**Supply network**

Pins as bars on the die edge. Tap cells in gray.
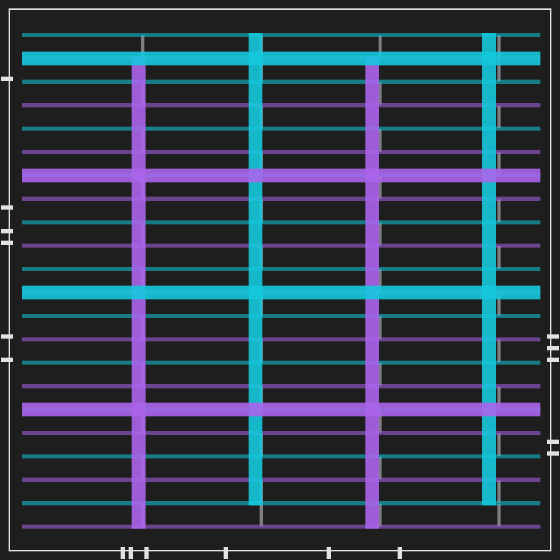
**Routing congestion map**

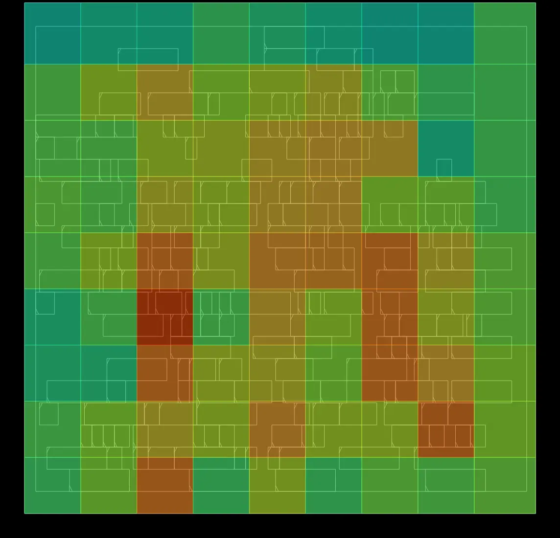
**Met1 routing**

Bar = 20 µm. Supply wires on this layer in gray.
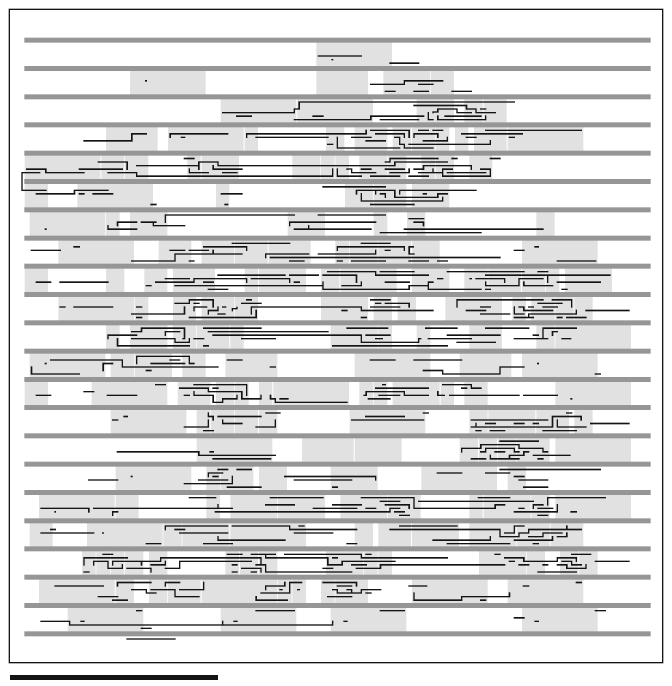
===== config.mk =====
export PLATFORM = sky130hd
export DESIGN_NAME = keypad_scan
export DESIGN_NICKNAME = d
export VERILOG_FILES = /design/src/rtl/keypad_scan.sv
export SDC_FILE = /design/constraint.sdc
export NUM_CORES = 1
export LEC_CHECK = 0
export CORE_UTILIZATION = 49
export CTS_CLUSTER_DIAMETER = 30
export DETAILED_ROUTE_END_ITERATION = 8
export DONT_BUFFER_PORTS = 1
export PLACE_DENSITY = 0.63
export SYNTH_ARGS = -nofsm -noshare
export SYNTH_HDL_FRONTEND = slang
export SYNTH_SLANG_ARGS = --single-unit
export TNS_END_PERCENT = 1

===== constraint.sdc =====
create_clock -name clk -period 2.6 [get_ports clk]
set_input_delay 0.26 -clock clk [delete_from_list [all_inputs] [get_ports clk]]
set_output_delay 0.26 -clock clk [all_outputs]
set_load 0.01 [all_outputs]

===== src/rtl/keypad_scan.sv =====
// keypad_scan: 4x4 active-low matrix keypad scanner.
// Drives one column low at a time, synchronizes and debounces the row returns,
// and emits one single-cycle event per physical key press: a digit on din with
// key_valid, or a cancel ('*') / confirm ('#') strobe. Keys A-D are debounced
// but produce no output.
module keypad_scan #(
   parameter int unsigned SCAN_CYCLES     = 4,  // dwell cycles per column, >= 3
   parameter int unsigned DEBOUNCE_CYCLES = 8   // stable samples for press/release, >= 1
) (
   input  logic       clk,
   input  logic       clr,
   input  logic [3:0] row_in,
   output logic [3:0] col_out,
   output logic [3:0] din,
   output logic       key_valid,
   output logic       cancel,
   output logic       confirm
);

   localparam int unsigned DwellW = (SCAN_CYCLES > 1) ? $clog2(SCAN_CYCLES) : 1;
   localparam int unsigned CntW   = $clog2(DEBOUNCE_CYCLES + 1);

   localparam logic [DwellW-1:0] DwellLast = DwellW'(SCAN_CYCLES - 1);
   localparam logic [CntW-1:0]   CntDone   = CntW'(DEBOUNCE_CYCLES);

   typedef enum logic [1:0] {
      StScan,
      StDebounce,
      StEmit,
      StHold
   } state_e;

   // Synchronizer stages
   logic [3:0]        row_sync_q;
   logic [3:0]        rs_q;

   // FSM state and datapath registers
   state_e            state_q;
   logic [1:0]        col_idx_q;
   logic [1:0]        row_idx_q;
   logic [3:0]        pat_q;
   logic [DwellW-1:0] dwell_q;
   logic [CntW-1:0]   cnt_q;

   // Registered outputs
   logic [3:0]        col_out_q;
   logic [3:0]        din_q;
   logic              key_valid_q;
   logic              cancel_q;
   logic              confirm_q;

   // Combinational helpers
   logic [3:0]        row_low;
   logic              one_low;
   logic [1:0]        row_enc;
   logic [1:0]        col_next;
   logic [CntW-1:0]   cnt_next;
   logic              cnt_hit;
   logic              key_digit;
   logic [3:0]        key_code;
   logic              key_cancel;
   logic              key_confirm;

   // Active-low column drive for a given column index
   function automatic logic [3:0] col_drive(input logic [1:0] idx);
      return ~(4'b0001 << idx);
   endfunction

   // Two-flop synchronizer for the asynchronous row returns; idles released (high)
   always_ff @(posedge clk) begin
      if (clr) begin
         row_sync_q <= 4'hF;
         rs_q       <= 4'hF;
      end else begin
         row_sync_q <= row_in;
         rs_q       <= row_sync_q;
      end
   end

   // Row pattern classification: exactly one row low, and which one
   always_comb begin
      row_low = ~rs_q;
      one_low = (row_low != 4'h0) && ((row_low & (row_low - 4'd1)) == 4'h0);
      row_enc = 2'd0;
      case (row_low)
         4'b0001: row_enc = 2'd0;
         4'b0010: row_enc = 2'd1;
         4'b0100: row_enc = 2'd2;
         4'b1000: row_enc = 2'd3;
         default: row_enc = 2'd0;
      endcase
   end

   // Counter stepping and column advance
   always_comb begin
      col_next = col_idx_q + 2'd1;
      cnt_next = cnt_q + CntW'(1);
      cnt_hit  = (cnt_next == CntDone);
   end

   // Key map decode of the latched [row][col] position
   always_comb begin
      key_digit   = 1'b0;
      key_code    = 4'd0;
      key_cancel  = 1'b0;
      key_confirm = 1'b0;
      if (row_idx_q != 2'd3) begin
         // Rows 0..2 carry 1..9 in columns 0..2; column 3 is A..C
         key_digit = (col_idx_q != 2'd3);
         key_code  = ({2'b00, row_idx_q} * 4'd3) + {2'b00, col_idx_q} + 4'd1;
      end else begin
         case (col_idx_q)
            2'd0:    key_cancel  = 1'b1;
            2'd1:    key_digit   = 1'b1;
            2'd2:    key_confirm = 1'b1;
            default: key_digit   = 1'b0;
         endcase
      end
   end

   // Scan / debounce / emit / hold FSM with registered outputs
   always_ff @(posedge clk) begin
      if (clr) begin
         state_q     <= StScan;
         col_idx_q   <= 2'd0;
         row_idx_q   <= 2'd0;
         pat_q       <= 4'hF;
         dwell_q     <= '0;
         cnt_q       <= '0;
         col_out_q   <= 4'b1110;
         din_q       <= 4'd0;
         key_valid_q <= 1'b0;
         cancel_q    <= 1'b0;
         confirm_q   <= 1'b0;
      end else begin
         // Strobes are single-cycle unless EMIT raises one below
         key_valid_q <= 1'b0;
         cancel_q    <= 1'b0;
         confirm_q   <= 1'b0;

         case (state_q)
            StScan: begin
               if (dwell_q == DwellLast) begin
                  dwell_q <= '0;
                  if (one_low) begin
                     row_idx_q <= row_enc;
                     pat_q     <= rs_q;
                     cnt_q     <= CntW'(1);
                     // The sample itself is the first stable one; with a single
                     // required sample the press is already confirmed.
                     state_q   <= (DEBOUNCE_CYCLES <= 1) ? StEmit : StDebounce;
                  end else begin
                     // Idle column, or a ghost/multi-key pattern: move on
                     col_idx_q <= col_next;
                     col_out_q <= col_drive(col_next);
                  end
               end else begin
                  dwell_q <= dwell_q + DwellW'(1);
               end
            end

            StDebounce: begin
               if (rs_q == pat_q) begin
                  if (cnt_hit) begin
                     cnt_q   <= '0;
                     state_q <= StEmit;
                  end else begin
                     cnt_q <= cnt_next;
                  end
               end else begin
                  // Bounce: drop the candidate and resume scanning
                  cnt_q     <= '0;
                  dwell_q   <= '0;
                  col_idx_q <= col_next;
                  col_out_q <= col_drive(col_next);
                  state_q   <= StScan;
               end
            end

            StEmit: begin
               if (key_digit) begin
                  din_q       <= key_code;
                  key_valid_q <= 1'b1;
               end
               cancel_q  <= key_cancel;
               confirm_q <= key_confirm;
               cnt_q     <= '0;
               state_q   <= StHold;
            end

            StHold: begin
               // Wait for a stable all-released pattern; other columns stay masked
               if (rs_q != 4'hF) begin
                  cnt_q <= '0;
               end else if (cnt_hit) begin
                  cnt_q     <= '0;
                  dwell_q   <= '0;
                  col_idx_q <= col_next;
                  col_out_q <= col_drive(col_next);
                  state_q   <= StScan;
               end else begin
                  cnt_q <= cnt_next;
               end
            end

            default: begin
               state_q <= StScan;
            end
         endcase
      end
   end

   assign col_out   = col_out_q;
   assign din       = din_q;
   assign key_valid = key_valid_q;
   assign cancel    = cancel_q;
   assign confirm   = confirm_q;

endmodule

==> Flow_metrics.wiki <==
== Metrics ==
{| class="wikitable"
! Metric !! Value
|-
| Flip-flops with a built-in enable || 0
|-
| Crit path DRT || 2780 ps
|-
| Detailed Routing Iterations Pass 1 || 4
|-
| Hold Path Class || in -> reg
|-
| Sequential power share || 46.9%
|-
| Netlist area before placement || 1810 µm²
|-
| Number of logged tool warnings || 35
|-
| Async S/R FF share, synth || 0%
|-
| Total gr overflow || 0
|-
| Antenna cells || 0
|-
| Post-Syn Instances || roughly 190
|-
| Source of the critical timing path || cnt_q[0]
|-
| Die height || 62.7 µm
|-
| Inserted Clock Buffers || 5
|-
| Cell types with the highest counts after synthesis || sky130_fd_sc_hd__dfxtp_1 (35), sky130_fd_sc_hd__a21oi_1 (16), sky130_fd_sc_hd__ha_1 (16)
|-
| Seq power || 0.675 mW
|-
| Aoi/oai-family share of the synthesized area || 19.1%
|-
| Post-DRT Antenna Nets || 0
|-
| Yosys Chip Area || about 1800 µm²
|-
| Share of post-route cells with drive strength above 1 || 10.4%
|-
| Leakage || approximately 0.77 nW
|-
| Clock tree from TritonCTS || yes
|-
| First-pass GRT wire length || 5600 µm
|-
| Final hold viol count || 0
|-
| Delay contributed by the slowest stage of the critical path || 440 ps
|-
| Post-Synth XOR/XNOR Area || 2.42%
|-
| Met2 routed WL || about 1400 µm
|-
| Most common cell in the netlist || sky130_fd_sc_hd__dfxtp_1
|-
| Area taken by flip-flops and latches || 701 µm²
|-
| Clock transition time at the flip-flop clock pins of the worst setup and hold paths || 70 ps
|-
| Effective utilization at floorplan || 52.5%
|-
| Worst-case reg-to-reg path depth || 6
|-
| Port Buf Inserts || 0
|-
| Critical path arrival || 2220 ps
|-
| HPWL after detailed placement || 2310 µm
|-
| Relative slew slack || approximately 64%
|-
| Final Skew || 5.91 ps
|-
| Cell area leaders || sky130_fd_sc_hd__dfxtp_1 (39%), sky130_fd_sc_hd__ha_1 (11%), sky130_fd_sc_hd__a21oi_1 (4.4%)
|-
| Crit. path cell count || 6
|-
| Total wirelength of the detailed-routed design || 3170 µm
|-
| Dominant Register Cell || sky130_fd_sc_hd__dfxtp_1
|-
| Fraction of the mapped netlist area in simple logic gates || 17.8%
|-
| TNS Setup || 0 ps
|-
| Boundary Pins || 17
|-
| Layout fillers || 327
|-
| Internal portion of total power || 0.942 mW
|-
| Setup slack of the most critical reg-to-reg path || 550 ps
|-
| Synth unique cells || roughly 46
|-
| Power group with the highest consumption || sequential cells
|-
| Post_cts resized || 0
|-
| Outcome || finished clean
|-
| Startpoint-to-endpoint class of the critical path || reg -> reg
|-
| Startpoint of the worst register-to-register path || cnt_q[0]
|-
| Routed wire length on met3 || 110 µm
|}
Back to the opening pictures, 'supply network':
VSS: shown in purple. VDD: shown in cyan.
The core has 21 rows. 17 signal pins sit on the boundary. 46 tap cells. 4 straps on met5. 4 straps on met4.
worst vdd rail ir drop: 0.359 mV
Std-Cell Core Area: 3440 µm²

Back to the opening pictures, 'routing congestion map':
final core utilization: 55.3%
routing usage on met3: 5.47%
total routing resource utilization after global routing: 18.6%
peak-usage layer in the global routing report: met2
Wirelength per Cell: 13.3 µm

Back to the opening pictures, 'met1 routing':
186 nets have wire on it. The layer carries 1570 µm of wire. The longest straight run is 25.3 µm. The wires run mostly horizontal. The layer holds 50% of the routed length.
fraction of met1 tracks used by global routing: 22.8%
number of vias in the routed layout: 1328

## area by class of cell
class | instances | area share (%)
clock buffer | 6 | 3.81
clock inverter | 2 | 0.657
inverter | 12 | 2.37
multi-input combinational | 138 | 53.4
sequential | 35 | 36.8
tap | 46 | 3.02
## stage by stage
| step | worst slack (ps) | area, µm² | cells | total power [mW] | hold slack (ps) |
|---|---|---|---|---|---|
| 2_1_floorplan | 768 | 1810 | 193 | 0.991 | 364 |
| 3_3_place_gp | 684 | 1820 | 231 | 1.06 | 333 |
| 3_5_place_dp | 609 | 1820 | 231 | 1.07 | 335 |
| 4_1_cts | 588 | 1900 | 239 | 1.46 | 23.1 |
| 5_1_grt | 326 | 1900 | 239 | 1.55 | 11.6 |
| 6_report | 555 | 1900 | 239 | 1.44 | 37.4 |
Power and IR drop assume default switching activity.
